<file path="src/rtl/mem_access_unit.sv">
// ---------------------------------------------------------------------------
// mem_access_unit : memory stage (execute -> bus load/store -> writeback), rev 1.0
// ---------------------------------------------------------------------------
`default_nettype none

module mem_access_unit #(
  parameter int DATA_WIDTH = 32,
  parameter int STRB_WIDTH = 4
) (
  input  logic                  clk,
  input  logic                  rstn,
  input  logic                  Evalid,
  output logic                  Mready,
  input  logic                  MemRead,
  input  logic                  MemWrite,
  input  logic [2:0]            Funct3,
  input  logic [DATA_WIDTH-1:0] ALUResult,
  input  logic [DATA_WIDTH-1:0] WriteData,
  output logic                  mem_req_valid,
  input  logic                  mem_req_ready,
  output logic [DATA_WIDTH-1:0] mem_req_addr,
  output logic                  mem_req_wen,
  output logic [DATA_WIDTH-1:0] mem_req_wdata,
  output logic [STRB_WIDTH-1:0] mem_req_wstrb,
  input  logic                  mem_rsp_valid,
  input  logic [DATA_WIDTH-1:0] mem_rsp_rdata,
  input  logic                  mem_rsp_err,
  output logic                  Mvalid,
  input  logic                  Wready,
  output logic [DATA_WIDTH-1:0] ReadData,
  output logic [DATA_WIDTH-1:0] ALUResultOut,
  output logic                  MemErr
);

  localparam logic [1:0] S_IDLE     = 2'd0;
  localparam logic [1:0] S_REQ      = 2'd1;
  localparam logic [1:0] S_WAIT_RSP = 2'd2;
  localparam logic [1:0] S_DONE     = 2'd3;

  logic [1:0]            state;
  logic [1:0]            next_state;

  // Latched instruction attributes needed after acceptance for load alignment.
  logic                  lat_read;
  logic [2:0]            lat_f3;
  logic [1:0]            lat_addr_lo;

  logic                  is_mem;
  logic                  load_ok;
  logic                  store_ok;
  logic                  misaligned;
  logic                  fault;
  logic [DATA_WIDTH-1:0] st_wdata;
  logic [STRB_WIDTH-1:0] st_wstrb;
  logic [7:0]            byte_sel;
  logic [15:0]           half_sel;
  logic [DATA_WIDTH-1:0] load_data;

  // Instruction decode on the execute-side inputs, used only at acceptance.
  always_comb begin
    is_mem     = MemRead | MemWrite;
    store_ok   = 1'b0;
    load_ok    = 1'b0;
    misaligned = 1'b0;
    case (Funct3)
      3'b000, 3'b001, 3'b010: begin
        store_ok = 1'b1;
        load_ok  = 1'b1;
      end
      3'b100, 3'b101: load_ok = 1'b1;
      default: ;
    endcase
    case (Funct3[1:0])
      2'b01:   misaligned = ALUResult[0];
      2'b10:   misaligned = |ALUResult[1:0];
      default: misaligned = 1'b0;
    endcase
    fault = (MemRead & MemWrite) | (MemRead & ~load_ok) |
            (MemWrite & ~store_ok) | misaligned;
  end

  always_comb begin
    st_wdata = WriteData;
    st_wstrb = 4'b1111;
    case (Funct3[1:0])
      2'b00: begin
        st_wdata = {4{WriteData[7:0]}};
        st_wstrb = 4'b0001 << ALUResult[1:0];
      end
      2'b01: begin
        st_wdata = {2{WriteData[15:0]}};
        st_wstrb = 4'b0011 << {ALUResult[1], 1'b0};
      end
      default: begin
        st_wdata = WriteData;
        st_wstrb = 4'b1111;
      end
    endcase
  end

  // Lane selection and extension of the raw response word.
  always_comb begin
    case (lat_addr_lo)
      2'd0:    byte_sel = mem_rsp_rdata[7:0];
      2'd1:    byte_sel = mem_rsp_rdata[15:8];
      2'd2:    byte_sel = mem_rsp_rdata[23:16];
      default: byte_sel = mem_rsp_rdata[31:24];
    endcase
    half_sel = lat_addr_lo[1] ? mem_rsp_rdata[31:16] : mem_rsp_rdata[15:0];
    case (lat_f3)
      3'b000:  load_data = {{24{byte_sel[7]}}, byte_sel};
      3'b100:  load_data = {24'd0, byte_sel};
      3'b001:  load_data = {{16{half_sel[15]}}, half_sel};
      3'b101:  load_data = {16'd0, half_sel};
      default: load_data = mem_rsp_rdata;
    endcase
  end

  always_ff @(posedge clk) begin
    if (!rstn) begin
      state <= S_IDLE;
    end else begin
      state <= next_state;
    end
  end

  always_comb begin
    next_state = state;
    case (state)
      S_IDLE: begin
        if (Evalid) begin
          next_state = (!is_mem || fault) ? S_DONE : S_REQ;
        end
      end
      S_REQ: begin
        if (mem_req_ready) begin
          next_state = S_WAIT_RSP;
        end
      end
      S_WAIT_RSP: begin
        if (mem_rsp_valid) begin
          next_state = S_DONE;
        end
      end
      default: begin
        if (Wready) begin
          next_state = S_IDLE;
        end
      end
    endcase
  end

  always_comb begin
    Mready        = (state == S_IDLE);
    Mvalid        = (state == S_DONE);
    mem_req_valid = (state == S_REQ);
  end

  // Result and request registers; request fields stay frozen from acceptance on.
  always_ff @(posedge clk) begin
    if (!rstn) begin
      lat_read      <= 1'b0;
      lat_f3        <= 3'd0;
      lat_addr_lo   <= 2'd0;
      mem_req_addr  <= '0;
      mem_req_wen   <= 1'b0;
      mem_req_wdata <= '0;
      mem_req_wstrb <= '0;
      ReadData      <= '0;
      ALUResultOut  <= '0;
      MemErr        <= 1'b0;
    end else begin
      case (state)
        S_IDLE: begin
          if (Evalid) begin
            lat_read     <= MemRead;
            lat_f3       <= Funct3;
            lat_addr_lo  <= ALUResult[1:0];
            ALUResultOut <= ALUResult;
            ReadData     <= '0;
            MemErr       <= is_mem & fault;
            if (is_mem && !fault) begin
              mem_req_addr  <= {ALUResult[31:2], 2'b00};
              mem_req_wen   <= MemWrite;
              mem_req_wdata <= MemWrite ? st_wdata : '0;
              mem_req_wstrb <= MemWrite ? st_wstrb : '0;
            end
          end
        end
        S_WAIT_RSP: begin
          if (mem_rsp_valid) begin
            MemErr   <= mem_rsp_err;
            ReadData <= (lat_read && !mem_rsp_err) ? load_data : '0;
          end
        end
        default: ;
      endcase
    end
  end

endmodule

`default_nettype wire

</file>
<file path="config.mk">
export PLATFORM = sky130hd
export DESIGN_NAME = mem_access_unit
export DESIGN_NICKNAME = d
export VERILOG_FILES = /design/src/rtl/mem_access_unit.sv
export SDC_FILE = /design/constraint.sdc
export NUM_CORES = 1
export LEC_CHECK = 0
export ABC_AREA = 0
export CORE_ASPECT_RATIO = 0.75
export CORE_MARGIN = 2
export CORE_UTILIZATION = 39
export CTS_CLUSTER_DIAMETER = 100
export DETAILED_ROUTE_END_ITERATION = 8
export PLACE_DENSITY_LB_ADDON = 0.08
export SYNTH_ARGS = -nofsm -noshare
export SYNTH_HDL_FRONTEND = slang
export SYNTH_SLANG_ARGS = --single-unit
export TNS_END_PERCENT = 10
</file>
<file path="constraint.sdc">
create_clock -name clk -period 2 [get_ports clk]
set_input_delay 0.4 -clock clk [delete_from_list [all_inputs] [get_ports clk]]
set_output_delay 0.4 -clock clk [all_outputs]
set_load 0.02 [all_outputs]
</file>
==> run_1/ff_map.png <==
(2 px per µm) Other sequential cells in the stronger gray, the rest of the logic in the fainter gray.
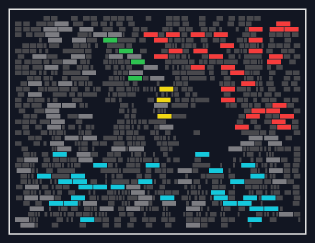
| color | signal | sequential cells |
|---|---|---|
| red | ReadData | 32 |
| yellow | lat_f3 | 3 |
| cyan | mem_req_addr | 30 |
| green | mem_req_wstrb | 4 |
not colored: 69
sequential cell power: 0.00309 W
Flop area: 0.00276 mm²
Final Util: 62.9%
proportion of cell area occupied by registers: 29.0%

==> run_1/m3.png <==
(3 px per µm)
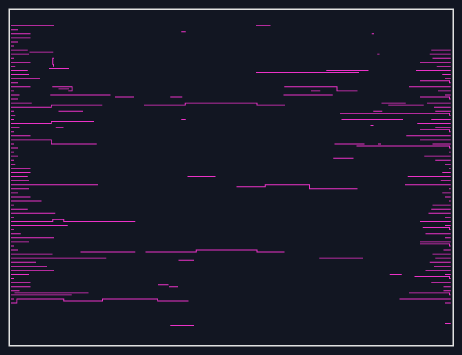
share of all routed wire: 7.9%
main direction: horizontal
nets with wire on the layer: 160
met3 Usage GRT: 8.36%
Detailed Route WL: 18700 µm
total via count after detailed routing: 5715

==> run_1/route_heat.png <==
(2 px per µm) 30 x 22 tiles, from black (low) to pale yellow (high), scaled to the fullest tile. Values are wire area over tile area, all layers added.
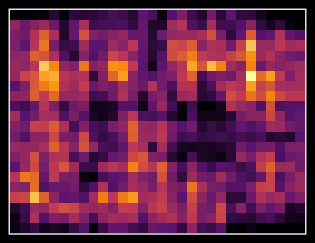
nearly empty tiles: 3.3%
fullest tile: 0.55
tiles over half the peak: 16%
mean over tiles: 0.18

==> out/qor.log, run 1 <==
INFO  run_status     outcome=completed
INFO  synth          top_cells_by_instance_count_after_synthesis=160 x nand2_1, 138 x dfxtp_1, 59 x a21oi_1, 51 x mux2i_1, 27 x clkbuf_1
INFO  global_routing grt_util_met1=29.7%
INFO  die            die_height=112µm
INFO  timing         worst-slew-pin-transition=552ps
INFO  placed_design  placed_cells=1093
INFO  placed_design  dpl.hpwl=13800µm
INFO  global_routing global_route.peak_usage_layer=met2
INFO  worst_setup_path timing.critical_path.max_delay_family=simple AND/OR/NAND/NOR gates
INFO  finish         fill_cell_instance_count_of_the_final_layout=1254
INFO  synth          synth.area.top_cells=dfxtp_1 46%, nand2_1 10%, mux2i_1 8.5%
INFO  finish         buffers=296
INFO  power_and_ir_drop combPwrFrac=29.6%
INFO  route          dr.first_iter.drc_count=253
INFO  power_and_ir_drop p_int=0.00608W
INFO  route          final_antenna_net_count=0
INFO  power_and_ir_drop powerComb=0.00263W
INFO  clocking       htreeDepth=4
INFO  placed_design  post-place-ws=-632ps
INFO  route          wl_per_instance=16.6µm
INFO  route          dr.pass1.iters=4
INFO  worst_setup_path critical_path.max_stage_delay=370ps
INFO  timing         rsz0062_at_grt=false
INFO  worst_setup_path timing.critical_path.cells=inv_2 > ha_2 > nor2b_1 > or3_4 > and2_4 > a221o_1
INFO  flow_run       cap_viol_max_count=0
INFO  power_and_ir_drop report.power.total=0.00889W
INFO  die            die_width=148µm
INFO  worst_setup_path critical_path.reg2reg.endpoint=ReadData[30]
INFO  synth          yosys-stat-area=0.00602mm²
INFO  finish         num-clock-buffers=19
INFO  power_and_ir_drop powerClk=0.00316W
INFO  timing         fin_ws=85.9ps
INFO  synth          number_of_warning_messages_in_the_yosys_log=0
INFO  worst_setup_path crit_path_start=state[0]
INFO  synth          netlist.top_cell.by_area=dfxtp_1
INFO  synth          post_synth_and_or_nand_nor_area_fraction=17.1%
INFO  worst_setup_path setup.reg_to_reg.worst_slack=90ps
INFO  clocking       cts_hold_repair.buffers=0
INFO  finish         layout.cells.most_common=clkdlybuf4s50_1
INFO  timing         totalNegativeSetupSlack=0ps
INFO  synth          yosys.area_share.adder=1.45%
INFO  power_and_ir_drop net_load_switching_power=0.00281W
INFO  worst_setup_path cp_slowest_cell=or3_4
INFO  die            fp.dieArea=0.0165mm²
INFO  synth          yosys.stat.seqShare=45.9%
INFO  finish         final.signal_inverter_count=9
INFO  worst_setup_path critPathRequiredTime=2300ps
INFO  synth          leading_cell_type_by_number_of_instances_after_synthesis=nand2_1
INFO  finish         final_net_count=1024
INFO  clocking       cts.repair_timing.setup_buffer_count=0
INFO  synth          async_reset_ff_share=0%
INFO  route          top_signal_layer_used=met4
INFO  clocking       clockBufferDepth=2
INFO  finish         mi_logic_area=0.00299mm²
INFO  placed_design  finalWeightedCongestion=0.886
INFO  global_routing grt_max_degree=61
INFO  clocking       cts_tree=built
INFO  synth          dominantRegCellSynth=dfxtp_1
INFO  synth          synth-edff-count=0
INFO  die            fp_density=39.7%
INFO  timing         finalClockPeriodUsage=95.7%
INFO  worst_setup_path critPathCapture=ReadData[30]
INFO  power_and_ir_drop cellPowerDensity=931mW/mm²
INFO  synth          syn-cell-area=0.00602mm²
INFO  route          drc_violations=0
INFO  die            placementRows=39
INFO  timing         timing_max_transition_violations_final=0
INFO  flow_run       tool_warnings=32
INFO  synth          yosysCellCount=646
INFO  finish         post_layout_cell_count=1128
INFO  worst_setup_path path_buffers=1
INFO  finish         clock_tree_area_fraction=6.24%
INFO  worst_setup_path setup.worst_path.start_class=flip-flop
INFO  finish         dominant_cells=multi-input combinational cells
INFO  timing         hold_slack=415ps
--- run 2 (diff from run 1) ---
Settings changed: ABC_AREA 0 to 1.
==> run_2/sizing.png <==
(3 px per µm)
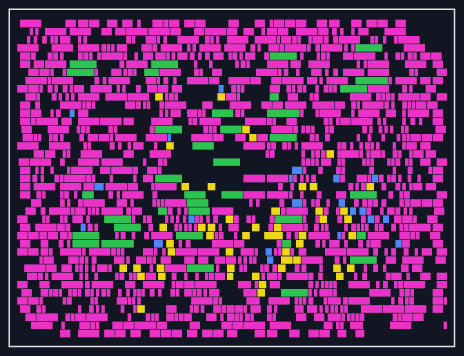
| color | size | cells |
|---|---|---|
| yellow | x3 and x4 | 49 |
| blue | x2 | 21 |
| magenta | x1 and smaller | 1029 |
| green | x6 and larger | 36 |

==> run_2/ff_map.png <==
(2 px per µm) Other sequential cells in the stronger gray, the rest of the logic in the fainter gray.
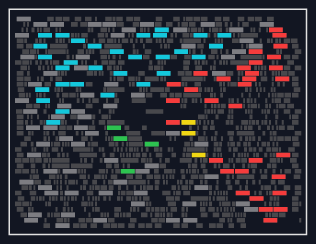
| color | signal | sequential cells |
|---|---|---|
| yellow | lat_f3 | 3 |
| cyan | mem_req_addr | 30 |
| red | ReadData | 32 |
| green | mem_req_wstrb | 4 |
Flop area: 0.00276 mm²
sequential cell power: 0.00323 W
Final Util: 62.9%

==> out/qor.log, run 2 <==
INFO  run_status     outcome=completed
INFO  finish         buffers=294
INFO  synth          number_of_warning_messages_in_the_yosys_log=0
INFO  finish         final_net_count=1238
INFO  route          dr.first_iter.drc_count=404
INFO  timing         timing_max_transition_violations_final=0
INFO  synth          synth-edff-count=0
INFO  clocking       cts_tree=built
INFO  finish         layout.cells.most_common=nand2_1
INFO  synth          dominantRegCellSynth=dfxtp_1
INFO  finish         mi_logic_area=0.00286mm²
INFO  synth          async_reset_ff_share=0%
INFO  worst_setup_path path_buffers=1
INFO  route          drc_violations=0
INFO  clocking       clockBufferDepth=2
INFO  power_and_ir_drop report.power.total=0.00951W
INFO  power_and_ir_drop net_load_switching_power=0.00318W
INFO  clocking       htreeDepth=4
INFO  power_and_ir_drop powerClk=0.00325W
INFO  finish         num-clock-buffers=18
INFO  die            die_height=112µm
INFO  worst_setup_path critical_path.max_stage_delay=680ps
INFO  placed_design  post-place-ws=-560ps
INFO  route          top_signal_layer_used=met4
INFO  route          dr_total_vias=6461
INFO  synth          yosysCellCount=864
INFO  global_routing grt_max_degree=47
INFO  finish         final.signal_inverter_count=39
INFO  synth          top_cells_by_instance_count_after_synthesis=265 x nand2_1, 138 x dfxtp_1, 123 x a21oi_1, 114 x nor2_1, 55 x o21ai_0
INFO  die            die_width=148µm
INFO  synth          netlist.top_cell.by_area=dfxtp_1
INFO  power_and_ir_drop powerComb=0.00303W
INFO  placed_design  dpl.hpwl=14100µm
INFO  timing         totalNegativeSetupSlack=0ps
INFO  worst_setup_path crit_path_start=ALUResultOut[0]
INFO  flow_run       cap_viol_max_count=0
INFO  timing         rsz0062_at_grt=true
INFO  synth          syn-cell-area=0.00606mm²
INFO  synth          yosys.area_share.adder=1.45%
INFO  synth          synth.area.top_cells=dfxtp_1 46%, nand2_1 16%, a21oi_1 10%
INFO  power_and_ir_drop cellPowerDensity=993mW/mm²
INFO  route          final_antenna_net_count=0
INFO  synth          post_synth_and_or_nand_nor_area_fraction=27.7%
INFO  worst_setup_path critPathCapture=ALUResultOut[0]
INFO  global_routing grt_util_met1=31.5%
INFO  route          route.final.wire_length=20000µm
INFO  finish         fill_cell_instance_count_of_the_final_layout=1432
INFO  power_and_ir_drop p_int=0.00633W
INFO  finish         seqAreaFraction=28.8%
--- run 3 (diff from run 2) ---
Settings changed: CTS_CLUSTER_DIAMETER 100 to 60.
==> run_3/m3.png <==
(3 px per µm)
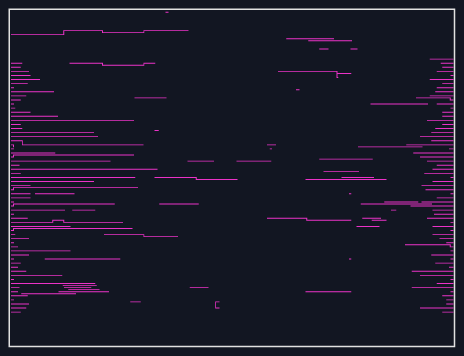
share of all routed wire: 8.7%
main direction: horizontal
wire length on this layer: 1740 µm
met3 Usage GRT: 8.57%
Detailed Route WL: 20000 µm
total via count after detailed routing: 6461

==> run_3/ff_map.png <==
(2 px per µm) Other sequential cells in the stronger gray, the rest of the logic in the fainter gray.
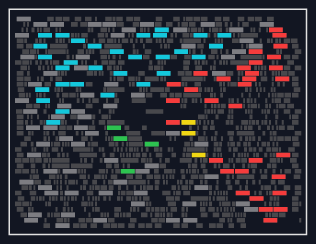
proportion of cell area occupied by registers: 28.8%

==> out/qor.log, run 3 <==
INFO  synth          synth-edff-count=0
INFO  placed_design  dpl.hpwl=14100µm
INFO  synth          yosys-stat-area=0.00606mm²
INFO  global_routing global_route.peak_usage_layer=met2
INFO  power_and_ir_drop powerComb=0.00303W
INFO  synth          async_reset_ff_share=0%
INFO  timing         timing_max_transition_violations_final=0
INFO  worst_setup_path critical_path.reg2reg.endpoint=ReadData[26]
INFO  worst_setup_path path_buffers=1
INFO  worst_setup_path critPathCapture=ALUResultOut[0]
INFO  timing         rsz0062_at_grt=true
INFO  die            die_width=148µm
INFO  finish         fill_cell_instance_count_of_the_final_layout=1432
INFO  finish         layout.cells.most_common=nand2_1
INFO  die            die_height=112µm
INFO  clocking       htreeDepth=4
INFO  clocking       cts_hold_repair.buffers=0
INFO  placed_design  post-place-ws=-560ps
INFO  route          dr.first_iter.drc_count=404
INFO  die            fp.dieArea=0.0166mm²
INFO  worst_setup_path critPathRequiredTime=1600ps
INFO  finish         dominant_cells=buffers
INFO  route          drc_violations=0
INFO  timing         totalNegativeSetupSlack=0ps
INFO  worst_setup_path setup.worst_path.start_class=flip-flop
INFO  worst_setup_path timing.critical_path.cells=clkdlybuf4s50_1
INFO  worst_setup_path timing.critical_path.max_delay_family=buffers and inverters
INFO  power_and_ir_drop combPwrFrac=31.8%
INFO  route          top_signal_layer_used=met4
INFO  timing         fin_ws=89.0ps
INFO  power_and_ir_drop p_int=0.00633W
INFO  synth          yosys.area_share.adder=1.45%
INFO  power_and_ir_drop report.power.total=0.00951W
INFO  run_status     outcome=completed
INFO  synth          number_of_warning_messages_in_the_yosys_log=0
INFO  finish         buffers=294
INFO  synth          syn-cell-area=0.00606mm²
INFO  finish         layout.area.seq=0.00276mm²
INFO  finish         num-clock-buffers=18
INFO  worst_setup_path critical_path.max_stage_delay=680ps
INFO  die            placementRows=39
INFO  route          final_antenna_net_count=0
INFO  synth          yosys.stat.seqShare=45.6%
INFO  synth          dominantRegCellSynth=dfxtp_1

==> screenshots <==
Clock nets.
image #1
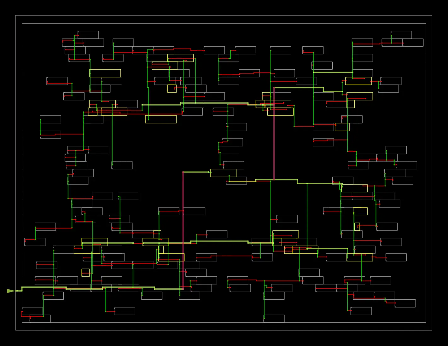
image #2
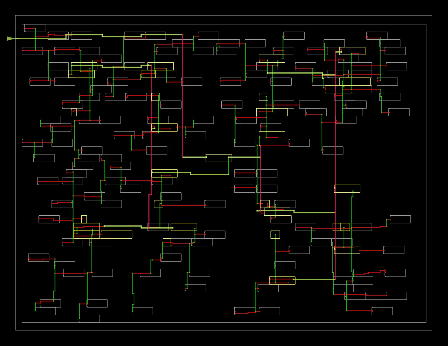
image #1 -> run 1
image #2 -> run 3

No activity file was given, so power comes from the tool's default toggle rates.
